### Metal 3, run 1

Scale: 2 px per um.
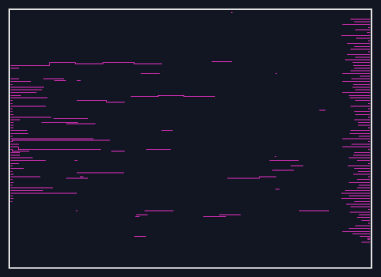
### Clock routing, run 1

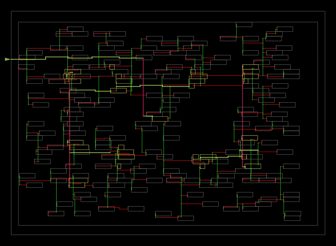
### Sequential cells colored by netlist name, run 1

Scale: 2 px per um.
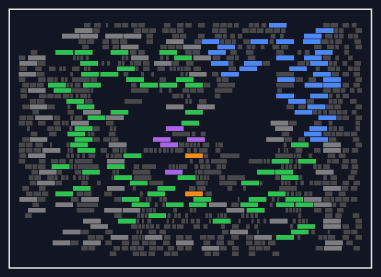
### Signal metal coverage by tile, run 1

Scale: 2 px per um. The die is cut into 36 by 26 equal tiles; black is low, pale yellow is high, scaled to the fullest tile. Values are wire area over tile area, all layers added.
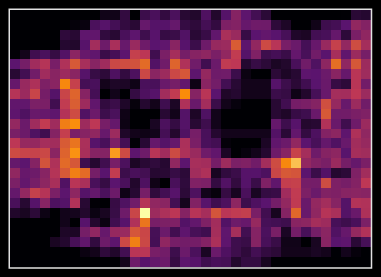
--- src/rtl/seq_multiplier_32_if.sv ---
// Request/response bundle between the execute-stage control and the
// sequential multiplier.
interface seq_multiplier_32_if #(
    parameter int WIDTH = 32
);
    logic               start;
    logic               flush;
    logic [WIDTH-1:0]   op_a;
    logic [WIDTH-1:0]   op_b;
    logic               busy;
    logic               done;
    logic [2*WIDTH-1:0] result;

    modport master (
        output start, flush, op_a, op_b,
        input  busy, done, result
    );

    modport slave (
        input  start, flush, op_a, op_b,
        output busy, done, result
    );
endinterface

--- src/rtl/seq_multiplier_32.sv ---
// Radix-2 shift-add unsigned multiplier; all additions are done by an
// external adder whose operands are driven from here each RUN cycle.
module seq_multiplier_32 #(
    parameter int WIDTH = 32,
    parameter int CNT_W = 5
) (
    input  logic             clk,
    input  logic             rst_n,
    seq_multiplier_32_if.slave bus,
    output logic [WIDTH-1:0] add_a,
    output logic [WIDTH-1:0] add_b,
    output logic             add_cin,
    input  logic [WIDTH-1:0] add_sum,
    input  logic             add_cout
);
    localparam logic [1:0] IDLE = 2'd0;
    localparam logic [1:0] RUN  = 2'd1;
    localparam logic [1:0] DONE = 2'd2;

    logic [1:0]         state;
    logic [CNT_W-1:0]   cnt;
    logic [WIDTH-1:0]   m;
    logic [2*WIDTH-1:0] p;
    logic [2*WIDTH-1:0] result_q;
    logic               in_run;

    assign in_run     = (state == RUN);
    assign bus.busy   = (state == RUN) || (state == DONE);
    assign bus.done   = (state == DONE);
    assign bus.result = result_q;

    assign add_a   = in_run ? p[2*WIDTH-1:WIDTH] : '0;
    assign add_b   = (in_run && p[0]) ? m : '0;
    assign add_cin = 1'b0;

    always_ff @(posedge clk or negedge rst_n) begin
        if (!rst_n) begin
            state    <= IDLE;
            cnt      <= '0;
            m        <= '0;
            p        <= '0;
            result_q <= '0;
        end else if (bus.flush) begin
            state <= IDLE;
        end else begin
            case (state)
                IDLE: begin
                    if (bus.start) begin
                        m     <= bus.op_a;
                        p     <= {{WIDTH{1'b0}}, bus.op_b};
                        cnt   <= '0;
                        state <= RUN;
                    end
                end
                RUN: begin
                    // Carry lands in the top bit, so the product never overflows.
                    p   <= {add_cout, add_sum, p[WIDTH-1:1]};
                    cnt <= cnt + 1'b1;
                    if (cnt == CNT_W'(WIDTH - 1)) begin
                        result_q <= {add_cout, add_sum, p[WIDTH-1:1]};
                        state    <= DONE;
                    end
                end
                DONE: begin
                    state <= IDLE;
                end
                default: begin
                    state <= IDLE;
                end
            endcase
        end
    end
endmodule

--- src/flat_wrapper.sv ---
// flat-port wrapper written by rule: the top's interface ports become plain ports
module seq_multiplier_32_flat 
#(
    parameter int WIDTH = 32,
    parameter int CNT_W = 5
)
  (clk, rst_n, add_a, add_b, add_cin, add_sum, add_cout, bus_start, bus_flush, bus_op_a, bus_op_b, bus_busy, bus_done, bus_result);
  seq_multiplier_32_if #(.WIDTH(WIDTH)) bus_i ();
  input  logic clk;
  input  logic rst_n;
  output logic [WIDTH-1:0] add_a;
  output logic [WIDTH-1:0] add_b;
  output logic add_cin;
  input  logic [WIDTH-1:0] add_sum;
  input  logic add_cout;
  input wire logic [$bits(bus_i.start)-1:0] bus_start;
  input wire logic [$bits(bus_i.flush)-1:0] bus_flush;
  input wire logic [$bits(bus_i.op_a)-1:0] bus_op_a;
  input wire logic [$bits(bus_i.op_b)-1:0] bus_op_b;
  output wire logic [$bits(bus_i.busy)-1:0] bus_busy;
  output wire logic [$bits(bus_i.done)-1:0] bus_done;
  output wire logic [$bits(bus_i.result)-1:0] bus_result;
  assign bus_i.start = bus_start;
  assign bus_i.flush = bus_flush;
  assign bus_i.op_a = bus_op_a;
  assign bus_i.op_b = bus_op_b;
  assign bus_busy = bus_i.busy;
  assign bus_done = bus_i.done;
  assign bus_result = bus_i.result;
  seq_multiplier_32 #(.WIDTH(WIDTH), .CNT_W(CNT_W)) u_core (.clk(clk), .rst_n(rst_n), .bus(bus_i), .add_a(add_a), .add_b(add_b), .add_cin(add_cin), .add_sum(add_sum), .add_cout(add_cout));
endmodule
--- config.mk ---
export PLATFORM = sky130hd
export DESIGN_NAME = seq_multiplier_32_flat
export DESIGN_NICKNAME = d
export VERILOG_FILES = /design/src/rtl/seq_multiplier_32_if.sv /design/src/rtl/seq_multiplier_32.sv /design/src/flat_wrapper.sv
export SDC_FILE = /design/constraint.sdc
export NUM_CORES = 1
export LEC_CHECK = 0
export CAP_MARGIN = 0
export CORE_ASPECT_RATIO = 0.7
export CORE_MARGIN = 4
export CORE_UTILIZATION = 35
export DETAILED_ROUTE_END_ITERATION = 8
export PLACE_DENSITY = 0.63
export SLEW_MARGIN = 20
export SYNTH_ARGS = -nofsm -noshare
export SYNTH_HDL_FRONTEND = slang
export SYNTH_SLANG_ARGS = --single-unit
--- constraint.sdc ---
create_clock -name clk -period 3.2 [get_ports clk]
set_clock_uncertainty 0.15 [all_clocks]
set_input_delay 0.48 -clock clk [delete_from_list [all_inputs] [get_ports clk]]
set_output_delay 0.48 -clock clk [all_outputs]
set_load 0.05 [all_outputs]
==> results.tsv, run 1 <==
metric	value	unit
status	complete, no violations	
routabilityCongestion	0.782	
ys_sh_mux	19.4	%
timing.critical_path.cells	inv_1, ha_4, and2_1, clkdlybuf4s50_1	
warnings	29	
hold_path_origin	u_core.m[1]	
timing.setup.tns	0	ps
synth_xor_xnor_area_share	0	%
path_clk_slew	70	ps
post_synth_main_area_contributors	dfrtp_1 (57%), mux2_2 (15%), o21ai_0 (6.7%), mux2i_1 (4.4%), and3_1 (2.8%)	
final_layout_size_suffix_gt1_share	21.4	%
core.rowCount	43	
final_min_period_over_clock_period	93.5	%
setup_repair_after_global_routing_missed_its_margin	no	
max-slew-margin-rel	48.7	%
cts_root_buf	clkbuf_16	
chipHeight	129	um
ant_nets	0	
post-dp-hpwl	13500	um
synth_cell_type_count	28	
core	20100	um^2
yosys.area_share.adder	1.03	%
min_path_type	reg -> reg	
topCombFamilyByArea	multiplexers	
finalNetCount	927	
clock-sinks	167	
crit_path_end_kind	primary output	
port_buffers	230	
final_critical_path_time_including_i_o_delays_and_setup	2990	ps
postSynthAreaPerCell	11.9	um^2
arrival	2360	ps
finalHoldViolCount	0	
grt_pass1_vias	5707	
die_width	180	um
post_synth_top_area_cell	dfrtp_1	
logic_area	2840	um^2
timing.hold.worst_path_depth	1	
critical-path-slowest-cell	clkdlybuf4s50_1	
max-cap-violations	0	
ys.flops	167	
ys_sh_aoi	9.83	%
seq_area_frac_synth	57.4	%
fmax	334	MHz
dr_total_vias	5436	
ctsLongestPathBuffers	2	
final_core_utilization	51.2	%
floorplan.io_pins	232	
drcViolationCount	0	
grt_pass1_wl	31600	um
worst-endpoint-required	2570	ps
register_to_register_setup_slack	550	ps
yosys_area	7280	um^2
syn-num-nets	717	
top_area_contributor_share	57.4	%
overflow	0	
die_area	23200	um^2
final_layout_top_logic_cells	clkdlybuf4s50_1 (193), dfrtp_1 (167), o21ai_0 (97), mux2_2 (96), buf_4 (42)	
critical_path_peak_fanout	31	
routedWlPerCell	17.9	um
p_per_area	557	nW/um^2
leakagePower	4.65	nW
avgViaCountPerCell	4.93	
largest_net_degree_at_the_start_of_global_routing	86	
flop_area	4180	um^2
synth.cellmix.simpleShare	8.39	%
finalWirelength	19700	um
cts_tree	done	
global_router_s_overall_resource_usage	16.8	%
antenna_cells_inserted	0	
antenna_found_initial	0	
instance_count_of_the_mapped_netlist	610	
worstReg2RegEnd	u_core.p[1]	
r2r_cells	7	
synthesis_warning_total	0	
startpoint_type	flop	
timing.final.max_slew_violations	0	
finish.instance_area	10300	um^2
post_cts_resized	0	
insertion_delay	420	ps
detailedRoute.firstPassIterationCount	5	
detailed_place.area	9690	um^2
finalSetupViolations	0	
cts_htree_levels	4	
layout_top_cell	clkdlybuf4s50_1	
drtIter0Drc	320	
min_delay_worst_endpoint	u_core.m[1]	
ir_drop	0.312	mV
cpPeakStageDelay	810	ps
critical_path.reg2reg.startpoint	u_core.state[1]	
initial_core_util	36.2	%
syn_to_final_growth	41.6	%
-- 'Metal 3' (at the start) --
nets with wire on the layer: 150
longest straight run: 48.8 um

-- 'Clock routing' (at the start) --
Clock Power: 2.03 mW
clock buffer count in the final layout: 17

-- 'Sequential cells colored by netlist name' (at the start) --
[u_core.m] blue | flops: 32 | where: north-east
[u_core.state] orange | flops: 2
[u_core.p] green | flops: 64
[u_core.cnt] purple | flops: 5 | where: center
not colored: 64

-- 'Signal metal coverage by tile' (at the start) --
fullest tile: 0.54
densest ninth of the die: west
tiles over half the peak: 8.5%
mean over tiles: 0.14
emptiest ninth of the die: south-west

[run 1: kinds of logic (layout without fill, tap and decap cells)]
family,after synthesis,in the layout
other,1,1
and+or+nand+nor,111,111
adders and majority gates,6,6
buffers and inverters,54,276
AOI/OAI and AO/OA,142,142
DFF,167,167
muxes,129,129
[run 1: sequential cells by signal, indices dropped and copies added (netlist names)]
name,flops
u_core.bus.result,64
u_core.cnt,5
u_core.m,32
u_core.p,64
u_core.state,2
[run 1: worst max-delay path: cells and delay by family (launching register included)]
| family | cells | cell delay [ps] |
|---|---|---|
| AND/OR/NAND/NOR | 1 | 200 |
| flip-flops | 1 | 400 |
| buffers and inverters | 2 | 970 |
| adder cells (fa/ha/maj) | 1 | 360 |
[run 1: where the power goes]
part / switching [mW] / leakage (nW) / total (mW) / internal (mW)
logic: 0.632 / 2.18 / 1.11 / 0.478
clock network: 0.878 / 0.269 / 2.03 / 1.15
registers: 0.202 / 2.20 / 2.60 / 2.40
total: 1.71 / 4.65 / 5.74 / 4.03
[run 1: how the worst max path moves through the flow]
stage,start,end,slack [ps],cells past startpoint
finish,u_core.state[1],add_a[25],210,4
global route,u_core.state[1],add_a[25],70,4
CTS,u_core.state[1],add_a[24],30,4
detailed placement,u_core.state[1],u_core.p[24],370,7
global placement,u_core.state[1],u_core.p[13],470,7
floorplan,u_core.state[1],add_b[0],870,6
[run 1: per-stage QoR]
stage | hold WS [ps] | worst slack (ps) | cells | power [mW]
6_report | 348 | 207 | 1102 | 5.74
3_5_place_dp | 288 | 371 | 1069 | 3.74
4_1_cts | 352 | 31.7 | 1101 | 5.80
5_1_grt | 359 | 68.6 | 1102 | 6.04
3_3_place_gp | 279 | 473 | 1069 | 3.70
2_1_floorplan | 34.4 | 867 | 610 | 3.29
[run 1: cell usage after synthesis]
cell	instances
buf_4	8
mux2i_2	1
a21o_1	1
mux2_2	96
nand2b_1	4
o21ai_0	97
o21ai_1	39
dfrtp_1	167
or2_1	1
a21oi_1	4
ha_1	6
buf_6	4
buf_1	1
nor2_1	1
clkbuf_1	24
or3_1	2
mux2i_1	32
nand4b_1	1
clkbuf_2	3
conb_1	1
buf_2	11
nand3_1	1
nand3b_1	2
inv_1	3
and3_1	33
a211oi_1	1
and2_1	32
nand2_1	34
[run 1: what timing repair did]
item	4_1_cts	5_1_grt
endpoints found under the setup margin	0	29
hold buffers	1	0
buffers inserted	0	1
hold endpoints to repair	41	0
[run 1: cell type report]
| cell class | count | area share (%) |
|---|---|---|
| well taps | 270 | 3.28 |
| inverters | 3 | 0.109 |
| repair buffers | 242 | 22.9 |
| clock inverters | 14 | 1.47 |
| multi-input cells | 389 | 27.6 |
| clock buffers | 17 | 4.13 |
| flip-flops and latches | 167 | 40.5 |
[run 1: per-layer routing]
metal / vias to the layer above / global-route usage (%) / share of wire, %
met1: 2684 / 24.2 / 49
met3: 13 / 5.62 / 7.5
li1: 2542 / - / -
met4: 0 / 3.91 / 0.91
met5: - / 0 / 0
met2: 197 / 24.9 / 43
==> inputs of run 2 (changes only) <==
--- a/config.mk
+++ b/config.mk
@@ -5,7 +5,7 @@
 export SDC_FILE = /design/constraint.sdc
 export NUM_CORES = 1
 export LEC_CHECK = 0
-export CAP_MARGIN = 0
+export CAP_MARGIN = 10
 export CORE_ASPECT_RATIO = 0.7
 export CORE_MARGIN = 4
 export CORE_UTILIZATION = 35
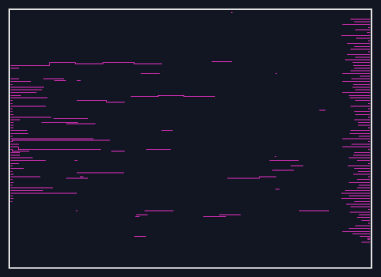
*Metal 3, run 2*
Scale: 2 px per um.
vias after detailed routing: 5436
post-detailed-routing wire length: 19700 um
met3 Usage GRT: 5.62%

==> run 2 against run 1 <==
Synthesized cell count did not move. Wire length unchanged. Worst hold slack is the same. Clock power about the same. Sequential share of layout area stayed put. Setup slack unchanged. Global-route usage is the same. Via count stayed put. Power unchanged. Design area stayed put.
==> results.tsv, run 2 <==
metric	value	unit
status	complete, no violations	
worstReg2RegEnd	u_core.p[1]	
post_synth_tally_of_flip_flops_with_integrated_enable	0	
routabilityCongestion	0.782	
stdcell_count	1102	
post-dp-hpwl	13500	um
drcViolationCount	0	
antenna_cells_inserted	0	
finalSetupViolations	0	
yosys_area	7280	um^2
final_min_period_over_clock_period	93.5	%
crit_path_end_kind	primary output	
top_area_contributor_share	57.4	%
startpoint_type	flop	
detailedRoute.firstPassIterationCount	5	
finalHoldViolCount	0	
crit_buf_inv	2	
drtIter0Drc	320	
min_path_type	reg -> reg	
syn_to_final_growth	41.6	%
warnings	29	
routedWlPerCell	17.9	um
finalNetCount	927	
initial_core_util	36.2	%
largest_net_degree_at_the_start_of_global_routing	86	
setup_repair_after_global_routing_missed_its_margin	no	
ys_top_cells_by_count	dfrtp_1 (167), o21ai_0 (97), mux2_2 (96)	
leakagePower	4.65	nW
ctsLongestPathBuffers	2	
final_core_utilization	51.2	%
p_per_area	557	nW/um^2
final_layout_top_logic_cells	clkdlybuf4s50_1 (193), dfrtp_1 (167), o21ai_0 (97), mux2_2 (96), buf_4 (42)	
arrival	2360	ps
yosys.cell_count.top_type	dfrtp_1	
antenna_found_initial	0	
critical_path.reg2reg.startpoint	u_core.state[1]	
timing.hold.worst_path_depth	1	
critical_path.top_delay_family	buffers and inverters	
floorplan.io_pins	232	
ys.flops	167	
timing.final.max_slew_violations	0	
worst-endpoint-required	2570	ps
avgViaCountPerCell	4.93	
r2r_cells	7	
postSynth.asyncResetShare	100	%
post_synth_main_area_contributors	dfrtp_1 (57%), mux2_2 (15%), o21ai_0 (6.7%), mux2i_1 (4.4%), and3_1 (2.8%)	
syn-num-nets	717	
post_synth_top_area_cell	dfrtp_1	
clock-sinks	167	
logic_area	2840	um^2
cts_htree_levels	4	
ant_nets	0	
port_buffers	230	
fmax	334	MHz
yosys_most_used_dff	dfrtp_1	
seq_area_frac_synth	57.4	%
cts_tree	done	
overflow	0	
grt_pass1_vias	5707	
final_layout_size_suffix_gt1_share	21.4	%
min_delay_worst_endpoint	u_core.m[1]	
[run 2: worst max-delay path by stage]
stage / end / slack, ps / cells after the start
after floorplan: add_b[0] / 870 / 6
after global placement: u_core.p[13] / 470 / 7
after CTS: add_a[24] / 30 / 4
after detailed placement: u_core.p[24] / 370 / 7
final: add_a[25] / 210 / 4
after global routing: add_a[25] / 70 / 4
[run 2: cells by family (layout without fill, tap and decap cells)]
group | Yosys count | count (layout) | synth area share (%)
DFF | 167 | 167 | 57.4
AOI/OAI and AO/OA | 142 | 142 | 9.83
muxes | 129 | 129 | 19.4
and+or+nand+nor | 111 | 111 | 8.39
buffers and inverters | 54 | 276 | 3.85
adders and majority gates | 6 | 6 | 1.03
other | 1 | 1 | 0.0515
[run 2: area by class of cell]
cell class | instances | area share (%)
sequential | 167 | 40.5
clock inverter | 14 | 1.47
multi-input combinational | 389 | 27.6
timing repair buffer | 242 | 22.9
tap | 270 | 3.28
clock buffer | 17 | 4.13
inverter | 3 | 0.109
[run 2: worst register-to-register path, stage by stage, from the launching register on]
cell,delay (ps)
dfrtp_1,400
inv_1,160
ha_4,360
buf_12,340
mux2i_4,120
or2_2,540
buf_12,280
o21ai_0,210
[run 2: routing by layer]
metal / global-route usage (%) / share of wire [%] / vias to the layer above
met2: 24.9 / 43 / 197
li1: - / - / 2542
met1: 24.2 / 49 / 2684
met5: 0 / 0 / -
met4: 3.91 / 0.91 / 0
met3: 5.62 / 7.5 / 13
[run 2: what timing repair did]
item,CTS,global route
hold buffers,1,0
endpoints found under the hold margin,41,0
setup endpoints to repair,0,29
setup buffers,0,1
[run 2: metrics by stage]
step / hold WS, ps / setup slack, ps / instance area [um^2]
2_1_floorplan: 34.4 / 867 / 7280
3_3_place_gp: 279 / 473 / 9690
3_5_place_dp: 288 / 371 / 9690
4_1_cts: 352 / 31.7 / 10300
5_1_grt: 359 / 68.6 / 10300
6_report: 348 / 207 / 10300
[run 2: power breakdown]
group / total, mW / internal (mW) / switching [mW] / leakage, nW
logic: 1.11 / 0.478 / 0.632 / 2.18
registers: 2.60 / 2.40 / 0.202 / 2.20
clock network: 2.03 / 1.15 / 0.878 / 0.269
total: 5.74 / 4.03 / 1.71 / 4.65
### Sizing map, run 2

Scale: 2 px per um.
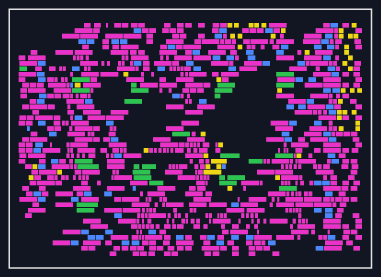

==> inputs of run 3 (changes only) <==
==> constraint.sdc (replaced) <==
create_clock -name clk -period 3.2 [get_ports clk]
set_clock_uncertainty 0.15 [all_clocks]
set_input_delay 0.48 -clock clk [delete_from_list [all_inputs] [get_ports clk]]
set_output_delay 0.48 -clock clk [all_outputs]
set_load 0.01 [all_outputs]
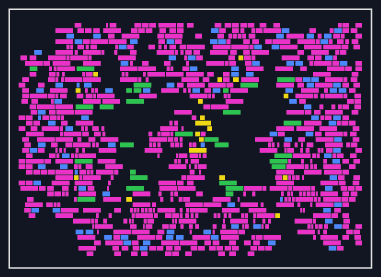
*Sizing map, run 3*
Scale: 2 px per um.
[_2 cells] blue | cells: 101
[_3 and _4 cells] yellow | cells: 18
[_0 and _1 cells] magenta | cells: 689
[_6 and larger] green | cells: 28

==> run 3 against run 2 <==
Combinational power fell by about 10%. Flip-flop count did not move. Global-route usage rose by 0.44 points. Largest cell class unchanged. Largest power group unchanged.
==> results.tsv, run 3 <==
metric	value	unit
status	complete, no violations	
die_area	23200	um^2
power_report.internal_total	3.91	mW
ctsLongestPathBuffers	2	
postSynth.asyncResetShare	100	%
ys.flops	167	
synth_cell_type_count	28	
sequentialPowerShare	47.7	%
timing.critical_path.cells	inv_1, ha_4, buf_12, and3_1, clkdlybuf4s50_1	
avgViaCountPerCell	5.00	
warnings	29	
worst-endpoint-required	2570	ps
timing.final.max_slew_violations	0	
finalHoldViolCount	0	
finalSetupViolations	0	
post_synth_tally_of_flip_flops_with_integrated_enable	0	
top_area_contributor_share	57.4	%
leakagePower	4.59	nW
syn-num-nets	717	
post_synth_top_area_cell	dfrtp_1	
die_width	180	um
clock-sinks	167	
overflow	0	
seq_area_frac_synth	57.4	%
startpoint_type	flop	
yosys.cell_count.top_type	dfrtp_1	
timing.setup.tns	0	ps
critical_path_peak_fanout	38	
drtIter0Drc	379	
min_path_type	in -> reg	
cts_tree	done	
chipHeight	129	um
antenna_found_initial	0	
layout_top_cell	clkdlybuf4s50_1	
final_layout_top_logic_cells	clkdlybuf4s50_1 (228), dfrtp_1 (167), o21ai_0 (97), mux2_2 (96), o21ai_1 (39)	
antenna_cells_inserted	0	
netSwitchingPower	1.56	mW
grt_pass1_vias	5966	
post-place-cells	1072	
ant_nets	0	
post_synth_main_area_contributors	dfrtp_1 (57%), mux2_2 (15%), o21ai_0 (6.7%), mux2i_1 (4.4%), and3_1 (2.8%)	
path_clk_slew	60	ps
max-cap-violations	0	
setup_repair_after_global_routing_missed_its_margin	no	
detailedRoute.firstPassIterationCount	4	
post_cts_resized	0	
final_layout_size_suffix_gt1_share	17.6	%
instance_count_of_the_mapped_netlist	610	
routabilityCongestion	0.747	
critical-path-slowest-cell	clkdlybuf4s50_1	
global_router_s_overall_resource_usage	17.3	%
post-dp-hpwl	13700	um
finalNetCount	930	
combinational_group_share_of_total_power	17.7	%
swShare	28.6	%
initial_core_util	36.2	%
max-slew-margin-rel	44.8	%
drcViolationCount	0	
core	20100	um^2
final_min_period_over_clock_period	93.9	%
final_critical_path_time_including_i_o_delays_and_setup	3000	ps
crit_path_end_kind	primary output	
postSynthAreaPerCell	11.9	um^2
routedWlPerCell	18.1	um
dr_total_vias	5534	
insertion_delay	420	ps
p_per_area	526	nW/um^2
cts_htree_levels	4	
cts_root_buf	clkbuf_16	
core.rowCount	43	
finalWirelength	20000	um
cpPeakStageDelay	540	ps
port_buffers	230	
grt_pass1_wl	32400	um
arrival	2370	ps
final_core_utilization	51.6	%
ir_drop	0.270	mV
yosys_area	7280	um^2
stdcell_count	1106	
largest_net_degree_at_the_start_of_global_routing	86	
synthesis_warning_total	0	
fmax	333	MHz
ys_top_cells_by_count	dfrtp_1 (167), o21ai_0 (97), mux2_2 (96)	
power.clock.fraction	34.6	%
syn_to_final_growth	42.7	%
floorplan.io_pins	232	
==> run 3: netlist changes by cell type in the layout (fill, tap and decap cells not counted), sizes merged <==
cell / delta
buf: -32
clkdlybuf4s50: +35
clkinv: +3
bufinv: -2
clkinvlp: -1
inv: +1
==> run 3: routing by layer <==
metal / global-route usage, % / routed length (um)
met1: 24.2 / 9260
met2: 26.5 / 9040
met3: 4.78 / 1460
met4: 5.20 / 230
met5: 0 / 0
==> run 3: logic make-up after synthesis <==
group           after synthesis  synth area share [%]
compound gates              142                  9.83
other cells                   1                0.0515
flops                       167                  57.4
buf+inv                      54                  3.85
mux                         129                  19.4
fa+ha+maj                     6                  1.03
simple gates                111                  8.39
==> run 3: layout make-up <==
cell class / instances / area (um^2) / share of cell area (%)
Inverter: 3 / 11.3 / 0.108
Clock buffer: 17 / 425 / 4.09
Sequential cell: 167 / 4180 / 40.2
Multi-Input combinational cell: 389 / 2840 / 27.3
Tap cell: 270 / 338 / 3.25
Timing Repair Buffer: 245 / 2480 / 23.8
Clock inverter: 15 / 120 / 1.16
==> run 3: power groups by stage <==
stage / clock [mW] / combinational [mW] / sequential [mW]
after global routing: 2.04 / 1.08 / 2.65
after CTS: 1.96 / 0.986 / 2.60
after floorplan: 0 / 0.570 / 2.55
final: 1.89 / 0.971 / 2.61
after global placement: 0 / 0.929 / 2.62
after detailed placement: 0 / 0.970 / 2.64
==> run 3: what timing repair did <==
action / in CTS / in global routing
setup buffers: 1 / 0
hold buffers: 1 / 0
endpoints found under the setup margin: 2 / 0
hold endpoints to repair: 16 / 0
==> run 3: final timing paths <==
kind                                  from               endpoint  slack, ps  cells after the start
setup / recovery           u_core.state[1]               add_b[7]        200                      5
hold / removal                   bus_flush        u_core.state[1]        250                      2
setup reg to reg             u_core.cnt[0]  u_core.bus.result[42]        740                      6
hold reg to reg               u_core.m[24]           u_core.m[24]        350                      1
max in group asynchronous            rst_n           u_core.p[58]       1870                      3
min in group asynchronous            rst_n  u_core.bus.result[17]        310                      2
==> run 3: critical path: cells and delay by family, from the launching register on <==
kind,cells,cell delay [ps]
adder cells (fa/ha/maj),1,430
buffers and inverters,3,900
flip-flops,1,400
AND/OR/NAND/NOR,1,200
==> run 3: per-stage QoR <==
step,hold WS (ps),total power [mW],cell area [um^2],setup slack (ps)
floorplan,34.4,3.12,7280,1130
global placement,179,3.55,9820,533
detailed placement,180,3.61,9820,455
CTS,224,5.55,10400,177
global route,256,5.77,10400,89.9
finish,253,5.47,10400,196
Power figures rest on the tool's default switching activity, not on a simulated workload.
